--- config.mk ---
export PLATFORM = sky130hd
export DESIGN_NAME = inst_dec_stage
export DESIGN_NICKNAME = d
export VERILOG_FILES = /design/src/rtl/inst_dec_stage.sv
export SDC_FILE = /design/constraint.sdc
export NUM_CORES = 1
export LEC_CHECK = 0
export CORE_MARGIN = 5
export CORE_UTILIZATION = 47
export DETAILED_ROUTE_END_ITERATION = 6
export GPL_TIMING_DRIVEN = 0
export PLACE_DENSITY = 0.79
export REMOVE_ABC_BUFFERS = 1
export SLEW_MARGIN = 20
export SYNTH_ARGS = -nofsm -noshare
export SYNTH_HDL_FRONTEND = slang
export SYNTH_SLANG_ARGS = --single-unit
--- constraint.sdc ---
create_clock -name clk -period 1.7 [get_ports clk]
set_input_delay 0.34 -clock clk [delete_from_list [all_inputs] [get_ports clk]]
set_output_delay 0.34 -clock clk [all_outputs]
set_load 0.005 [all_outputs]
--- src/rtl/inst_dec_stage.sv ---
// rtl/inst_dec_stage.sv - registered RV32I/RV64I decode stage with optional skid buffer
module inst_dec_stage #(
  parameter int XLEN    = 32,
  parameter bit SKID_EN = 1'b1
) (
  input  logic            clk,
  input  logic            rst_n,
  input  logic            flush,
  input  logic            in_valid,
  output logic            in_ready,
  input  logic [31:0]     inst,
  input  logic [XLEN-1:0] pc,
  output logic            out_valid,
  input  logic            out_ready,
  output logic [XLEN-1:0] pc_out,
  output logic [6:0]      opcode,
  output logic [4:0]      rd,
  output logic [2:0]      funct3,
  output logic [4:0]      rs1,
  output logic [4:0]      rs2,
  output logic [6:0]      funct7,
  output logic [XLEN-1:0] imm,
  output logic [2:0]      fmt,
  output logic            illegal
);

  localparam logic [2:0] FMT_R   = 3'd0;
  localparam logic [2:0] FMT_I   = 3'd1;
  localparam logic [2:0] FMT_S   = 3'd2;
  localparam logic [2:0] FMT_B   = 3'd3;
  localparam logic [2:0] FMT_U   = 3'd4;
  localparam logic [2:0] FMT_J   = 3'd5;
  localparam logic [2:0] FMT_ILL = 3'd7;

  // Decoded view of the incoming instruction
  logic [2:0]      dec_fmt;
  logic            dec_ill;
  logic [31:0]     dec_imm32;
  logic [XLEN-1:0] dec_imm;

  // Output register
  logic            out_valid_q, out_valid_d;
  logic [XLEN-1:0] out_pc_q, out_pc_d;
  logic [31:0]     out_inst_q, out_inst_d;
  logic [XLEN-1:0] out_imm_q, out_imm_d;
  logic [2:0]      out_fmt_q, out_fmt_d;
  logic            out_ill_q, out_ill_d;

  // Skid entry (only ever filled when SKID_EN=1)
  logic            skid_valid_q, skid_valid_d;
  logic [XLEN-1:0] skid_pc_q, skid_pc_d;
  logic [31:0]     skid_inst_q, skid_inst_d;
  logic [XLEN-1:0] skid_imm_q, skid_imm_d;
  logic [2:0]      skid_fmt_q, skid_fmt_d;
  logic            skid_ill_q, skid_ill_d;

  // Registered ready; also low during reset and until the first edge after release
  logic            in_ready_q, in_ready_d;

  logic            accept;
  logic            out_free;

  // Classify format and build the 32-bit immediate; widened by sign extension afterwards
  always_comb begin
    dec_fmt   = FMT_ILL;
    dec_ill   = 1'b1;
    dec_imm32 = 32'd0;
    if (inst[1:0] == 2'b11) begin
      case (inst[6:0])
        7'b0110011: begin
          dec_fmt = FMT_R;
          dec_ill = 1'b0;
        end
        7'b0010011, 7'b0000011, 7'b1100111, 7'b1110011, 7'b0001111: begin
          dec_fmt   = FMT_I;
          dec_ill   = 1'b0;
          dec_imm32 = {{20{inst[31]}}, inst[31:20]};
        end
        7'b0100011: begin
          dec_fmt   = FMT_S;
          dec_ill   = 1'b0;
          dec_imm32 = {{20{inst[31]}}, inst[31:25], inst[11:7]};
        end
        7'b1100011: begin
          dec_fmt   = FMT_B;
          dec_ill   = 1'b0;
          dec_imm32 = {{19{inst[31]}}, inst[31], inst[7], inst[30:25], inst[11:8], 1'b0};
        end
        7'b0110111, 7'b0010111: begin
          dec_fmt   = FMT_U;
          dec_ill   = 1'b0;
          dec_imm32 = {inst[31:12], 12'd0};
        end
        7'b1101111: begin
          dec_fmt   = FMT_J;
          dec_ill   = 1'b0;
          dec_imm32 = {{11{inst[31]}}, inst[31], inst[19:12], inst[20], inst[30:21], 1'b0};
        end
        default: begin
          dec_fmt   = FMT_ILL;
          dec_ill   = 1'b1;
          dec_imm32 = 32'd0;
        end
      endcase
    end
    dec_imm = XLEN'($signed(dec_imm32));
  end

  // With the skid buffer ready is a pure flop; without it ready follows the output slot
  assign in_ready = SKID_EN ? in_ready_q : (in_ready_q && (!out_valid_q || out_ready));
  assign accept   = in_valid && in_ready && !flush;
  assign out_free = !out_valid_q || out_ready;

  // Next-state: flush wins, then drain skid into output, then take new instruction
  always_comb begin
    out_valid_d  = out_valid_q;
    out_pc_d     = out_pc_q;
    out_inst_d   = out_inst_q;
    out_imm_d    = out_imm_q;
    out_fmt_d    = out_fmt_q;
    out_ill_d    = out_ill_q;
    skid_valid_d = skid_valid_q;
    skid_pc_d    = skid_pc_q;
    skid_inst_d  = skid_inst_q;
    skid_imm_d   = skid_imm_q;
    skid_fmt_d   = skid_fmt_q;
    skid_ill_d   = skid_ill_q;

    if (flush) begin
      out_valid_d  = 1'b0;
      skid_valid_d = 1'b0;
    end else if (out_free) begin
      if (SKID_EN && skid_valid_q) begin
        out_valid_d = 1'b1;
        out_pc_d    = skid_pc_q;
        out_inst_d  = skid_inst_q;
        out_imm_d   = skid_imm_q;
        out_fmt_d   = skid_fmt_q;
        out_ill_d   = skid_ill_q;
        if (accept) begin
          skid_valid_d = 1'b1;
          skid_pc_d    = pc;
          skid_inst_d  = inst;
          skid_imm_d   = dec_imm;
          skid_fmt_d   = dec_fmt;
          skid_ill_d   = dec_ill;
        end else begin
          skid_valid_d = 1'b0;
        end
      end else if (accept) begin
        out_valid_d = 1'b1;
        out_pc_d    = pc;
        out_inst_d  = inst;
        out_imm_d   = dec_imm;
        out_fmt_d   = dec_fmt;
        out_ill_d   = dec_ill;
      end else begin
        out_valid_d = 1'b0;
      end
    end else if (SKID_EN && accept) begin
      // Output stalled: park the new bundle behind it
      skid_valid_d = 1'b1;
      skid_pc_d    = pc;
      skid_inst_d  = inst;
      skid_imm_d   = dec_imm;
      skid_fmt_d   = dec_fmt;
      skid_ill_d   = dec_ill;
    end

    in_ready_d = SKID_EN ? !skid_valid_d : 1'b1;
  end

  // State registers; reset clears valids and every visible data field
  always_ff @(posedge clk or negedge rst_n) begin
    if (!rst_n) begin
      out_valid_q  <= 1'b0;
      out_pc_q     <= '0;
      out_inst_q   <= '0;
      out_imm_q    <= '0;
      out_fmt_q    <= 3'd0;
      out_ill_q    <= 1'b0;
      skid_valid_q <= 1'b0;
      skid_pc_q    <= '0;
      skid_inst_q  <= '0;
      skid_imm_q   <= '0;
      skid_fmt_q   <= 3'd0;
      skid_ill_q   <= 1'b0;
      in_ready_q   <= 1'b0;
    end else begin
      out_valid_q  <= out_valid_d;
      out_pc_q     <= out_pc_d;
      out_inst_q   <= out_inst_d;
      out_imm_q    <= out_imm_d;
      out_fmt_q    <= out_fmt_d;
      out_ill_q    <= out_ill_d;
      skid_valid_q <= skid_valid_d;
      skid_pc_q    <= skid_pc_d;
      skid_inst_q  <= skid_inst_d;
      skid_imm_q   <= skid_imm_d;
      skid_fmt_q   <= skid_fmt_d;
      skid_ill_q   <= skid_ill_d;
      in_ready_q   <= in_ready_d;
    end
  end

  assign out_valid = out_valid_q;
  assign pc_out    = out_pc_q;
  assign opcode    = out_inst_q[6:0];
  assign rd        = out_inst_q[11:7];
  assign funct3    = out_inst_q[14:12];
  assign rs1       = out_inst_q[19:15];
  assign rs2       = out_inst_q[24:20];
  assign funct7    = out_inst_q[31:25];
  assign imm       = out_imm_q;
  assign fmt       = out_fmt_q;
  assign illegal   = out_ill_q;

endmodule

Fig. 1: run 1, pin map
Pins as bars across the die edge, other pins in gray.
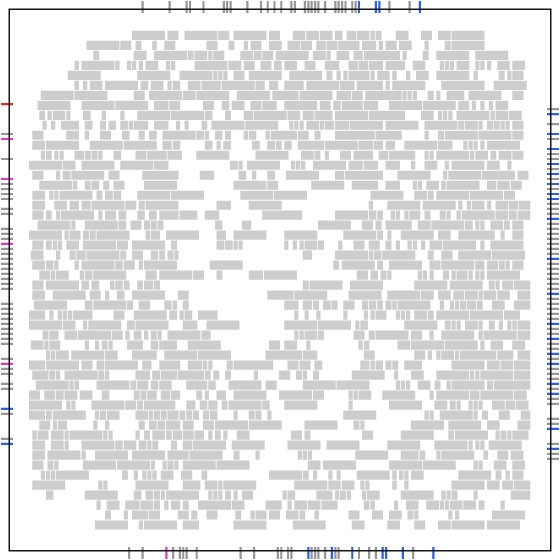
- blue: `pc` (pins 32; direction input; edge 19 east, 7 south, 4 north, 2 west)
- magenta: `rd` (pins 5; direction output; edge 4 west, 1 south)
- red: `clk` (pins 1; direction input; edge west)
Die Span Y: 147.0 microns
IO buf count: 170

Fig. 2: run 1, placement by cell class
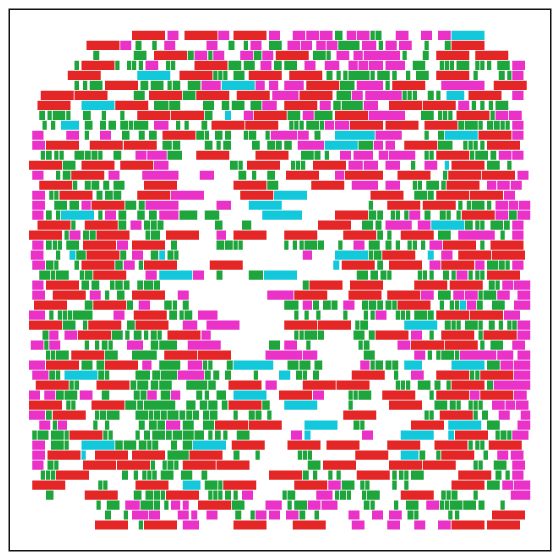
- cyan: clock drivers and dummy loads (cells 42; share of their area 6.4%)
- red: flops (cells 203; share of their area 41%)
- magenta: other buffers and delay cells (cells 249; share of their area 22%)
- green: all other logic (cells 659; share of their area 30%)

Fig. 3: run 1, track usage over the die
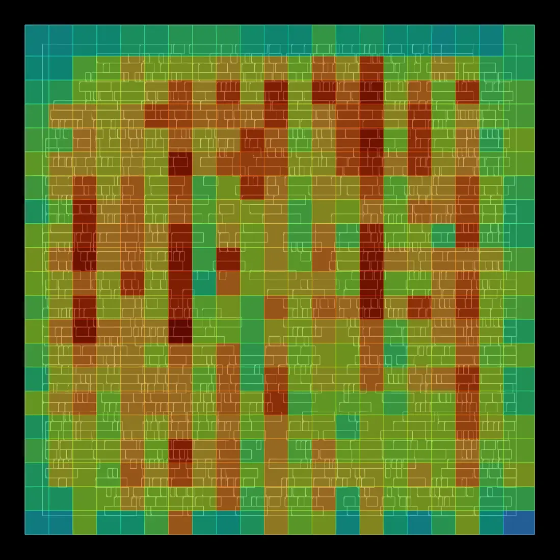
met2 GRT Util: 0.3957
met3 layer usage reported by global route: 0.05460
final core occ: 0.6803
met1 Track Usage GR: 0.3229
drt wl/cell: 19.80 microns

Fig. 4: run 1, wiring heat map
Scale bar: 50 microns. 29 x 29 tiles, from dark blue (low) to red (high), scaled to the fullest tile. Values are wire area over tile area, all layers added.
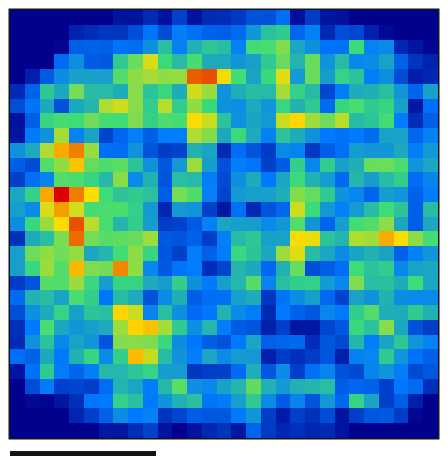
- nearly empty tiles: 6.4%
- mean over tiles: 0.21
- tiles over half the peak: 17%
- densest ninth of the die: west
Global Route Usage Sum: 0.2404
final wirelength: 27480 microns
Vias: 7661

==> flow_summary.yaml, run 1 <==
# physical design summary
clocking:
  cts_buffer_depth: 3
  post_cts_buffers: 34
  hold_buffers: 1
  cts.repair.resized: 161
  htreeDepth: 1
  worstSkewPairLatency_ns: 0.51
synth:
  ys_seq_frac: 0.5760
  syn_avg_cell_area_sq_um: 9.564
  aoi_share: 0.1256
  fa_ha_area_frac: 0.001135
  synth_area_sq_um: 8818
  synth_dominant_cell_count: "nand2_1"
  synth.comb.largest_family: "simple AND/OR/NAND/NOR gates"
  yosysChipArea_sq_um: 8818
layout:
  layout.nets: 1205
  largestClassByArea: "sequential cells"
  n_fill_cell: 1426
  signal_buffers: 249
  post-route-cell-area_sq_um: 12640
  instances_no_fill: 1388
  logic_area_sq_um: 3710
hold_path:
  holdPathEnd: "skid_inst_q[0]$_DFFE_PN0P_"
  min_path_cells: 3
worst_setup_path:
  worstPathArrival_ns: 2.25
  critPathTopFamily: "simple AND/OR/NAND/NOR gates"
  crit_start: "out_valid$_DFFE_PN0P_"
  r2r_cells: 7
  rrSetupSlack_ns: -0.18
  cp_max_fo: 13
  crit_required_ns: 2.07
  cp.depth: 7
  worstPathBufferInverterCount: 2
sta:
  period_used_share: 1.104
  finalSetupViolations: 102
  max_freq_mhz: 533.1
  setup_slack_ns: -0.1760
power_and_ir_drop:
  ir_worst_vdd_mv: 0.8358
  pg_clk_uw: 5140
  pwr_density_cell_nw_per_um2: 1124
  seqPwrFrac: 0.448
  switchingPower_uw: 3850
  p_int_uw: 10360
detailed_routing:
  drtIter0Drc: 397
  viasPerCell: 5.519
  route.antenna.remaining_nets: 0
placed_design:
  place_ws_ns: -1.582
  place_congestion: 0.7850
global_route:
  grt_max_degree: 99
  grt_pass1_vias: 7682
run_status:
  outcome: "complete, but fails checks"
  violations: "negative setup slack"
die:
  io_pins: 171
  fp_util: 0.4746
Fig. 5: run 1, wiring by layer
Scale bar: 50 microns.
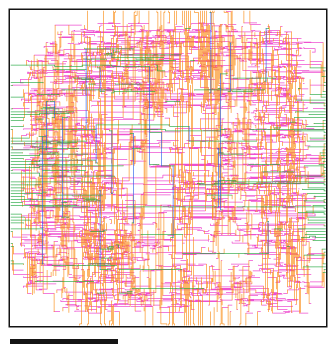

==> inputs of run 2 (changes only) <==
- CAP_MARGIN: unset -> 10
- CORE_UTILIZATION: 47 -> 45
- MAX_ROUTING_LAYER: unset -> met4
- PLACE_DENSITY: 0.79 -> 0.77
Fig. 6: run 2, wiring by layer
Scale bar: 50 microns.
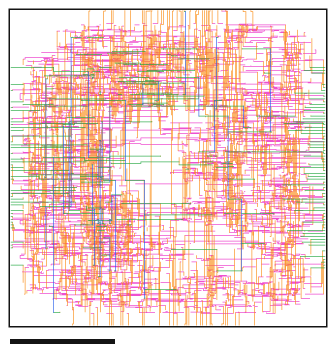
- orange: met2 (wire length 13500 microns)
- blue: met4 (wire length 974 microns)
- green: met3 (wire length 2220 microns)
- magenta: met1 (wire length 11800 microns)

Fig. 7: run 2, track usage over the die
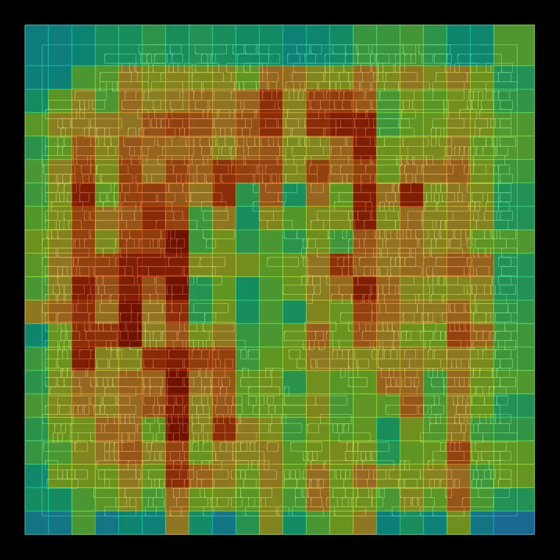
met1 Track Usage GR: 0.3195
drt wl/cell: 19.86 microns
GR peak layer: met2

Fig. 8: run 2, pin map
Pins as bars across the die edge, other pins in gray.
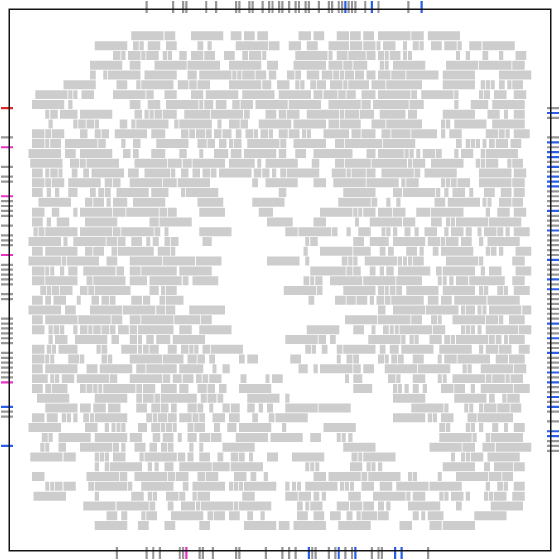
- blue: `pc` (pins 32; direction input; edge 22 east, 5 south, 3 north, 2 west)
- red: `clk` (pins 1; direction input; edge west)
- magenta: `rd` (pins 5; direction output; edge 4 west, 1 south)
- all pins by edge: 66 east, 40 west, 34 north, 31 south

==> flow_summary.yaml, run 2 <==
# physical design summary
run_status:
  outcome: "complete, but fails checks"
  violations: "negative setup slack"
worst_setup_path:
  worstPathBufferInverterCount: 3
  worstPathArrival_ns: 2.19
  crit_start: "in_valid"
  r2r_cells: 7
  rrSetupSlack_ns: -0.09
  critPathTopFamily: "buffers and inverters"
  cp.depth: 8
synth:
  fa_ha_area_frac: 0.001135
  ys_seq_frac: 0.5760
  synth_dominant_cell_count: "nand2_1"
  synth_area_sq_um: 8818
clocking:
  cts_buffer_depth: 3
  post_cts_buffers: 49
  worstSkewPairLatency_ns: 0.51
global_route:
  grt_use_met2: 0.4014
  grt_pass1_vias: 7836
  grt_use_met3: 0.05724
  grt_max_degree: 94
layout:
  signal_buffers: 265
  layout.nets: 1221
  logic_area_sq_um: 3710
die:
  die_h_microns: 150.0
  io_pins: 171
  fp_util: 0.4546
power_and_ir_drop:
  ir_worst_vdd_mv: 0.8488
  p_int_uw: 10060
  pwr_density_cell_nw_per_um2: 1079
  pg_clk_uw: 4800
sta:
  setup_slack_ns: -0.1183
  period_used_share: 1.070
  finalSetupViolations: 69
hold_path:
  min_path_cells: 3
placed_design:
  place_congestion: 0.8047
  portBuffers: 170
detailed_routing:
  route.antenna.remaining_nets: 0
  num_vias: 7836
==> inputs of run 3 (changes only) <==
- CTS_CLUSTER_DIAMETER: unset -> 80
Fig. 9: run 3, wiring heat map
Scale bar: 50 microns. 30 x 30 tiles, from dark blue (low) to red (high), scaled to the fullest tile. Values are wire area over tile area, all layers added.
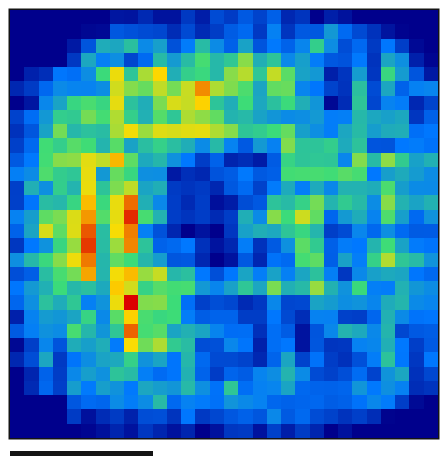
- emptiest ninth of the die: south-east
- nearly empty tiles: 8.0%
- mean over tiles: 0.21
- tiles over half the peak: 15%
- densest ninth of the die: west
- fullest tile: 0.69
final wirelength: 28440 microns
Vias: 7836
Global Route Usage Sum: 0.2520

Fig. 10: run 3, placement by cell class
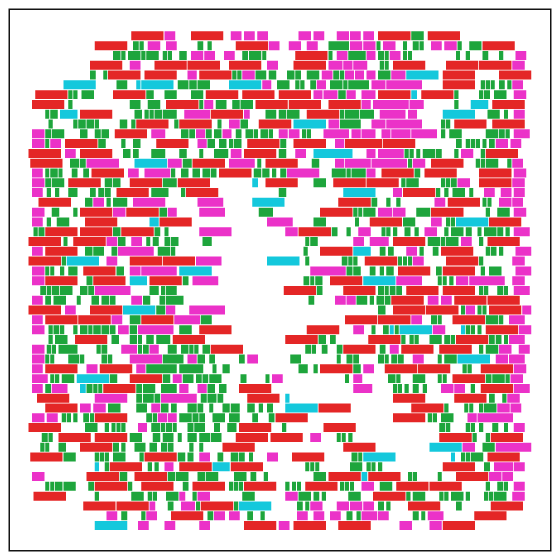
- green: all other logic (cells 659; share of their area 30%)
- red: flops (cells 203; share of their area 41%)
- magenta: other buffers and delay cells (cells 265; share of their area 24%)
- cyan: clock drivers and dummy loads (cells 40; share of their area 5.8%)

==> flow_summary.yaml, run 3 <==
# physical design summary
synth:
  synth_dominant_cell_count: "nand2_1"
  ys_seq_frac: 0.5760
  synth_area_sq_um: 8818
  syn_avg_cell_area_sq_um: 9.564
  synth-seq-cells: 203
  ff_type: "dfrtp_1"
  ys.warnings.count: 0
  fa_ha_area_frac: 0.001135
  synth.comb.largest_family: "simple AND/OR/NAND/NOR gates"
global_route:
  grt_pass1_vias: 7836
  grt_use_met1: 0.3195
  grt_max_degree: 94
  busiest_layer: "met2"
clocking:
  post_cts_buffers: 49
  cts_buffer_depth: 3
  cts.repair.resized: 205
  worstSkewPairLatency_ns: 0.51
sta:
  finClkSkew_ns: 0.02444
  fin_crit_ns: 1.818
  period_used_share: 1.070
  finalSetupViolations: 69
  setup_slack_ns: -0.1183
worst_setup_path:
  crit_start: "in_valid"
  cp_max_fo: 6
  cp.depth: 8
  cp_slowest_cell: "clkdlybuf4s50_1"
  critPathTopFamily: "buffers and inverters"
  crit_type: "input pin to register"
  rrSetupSlack_ns: -0.09
  worstPathBufferInverterCount: 3
  r2r_cells: 7
  cp_common_cell: "buf_16"
  worstPathArrival_ns: 2.19
  endpoint_kind: "register"
run_status:
  outcome: "complete, but fails checks"
  violations: "negative setup slack"
die:
  fp_util: 0.4546
  num_tap_cells: 265
  die_h_microns: 150.0
  io_pins: 171
  die_width_microns: 150.0
hold_path:
  min_path_cells: 3
  hold_path_class: "input pin to register"
detailed_routing:
  met1Wirelength_microns: 11790
  wl_per_cell_microns: 19.86
  route.antenna.remaining_nets: 0
  drcViolationCount: 0
  wl_met3_microns: 2216
layout:
  inverters: 7
  sh_seq_area: 0.3955
  signal_buffers: 265
  logic_area_sq_um: 3710
  layout.nets: 1221
  n_antenna_cell: 0
power_and_ir_drop:
  p_int_uw: 10060
  pwr_density_cell_nw_per_um2: 1079
  pg_clk_uw: 4800
  ir_worst_vdd_mv: 0.8488
  pwr-share-clk: 0.346
placed_design:
  place_congestion: 0.8047
Fig. 11: run 3, track usage over the die
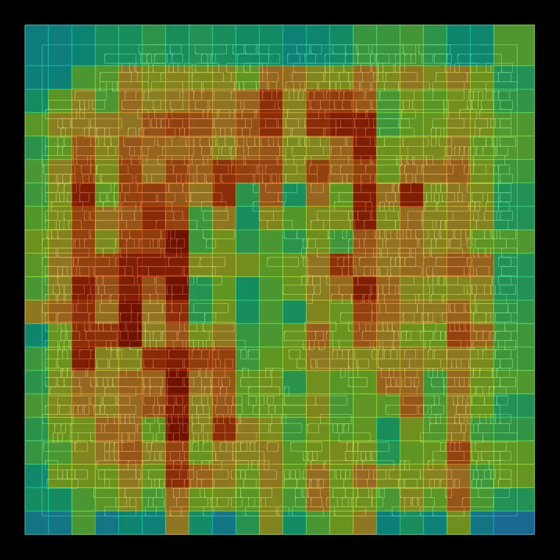
met2 GRT Util: 0.4014
met3 layer usage reported by global route: 0.05724
final core occ: 0.6626

Power and IR drop assume default switching activity.
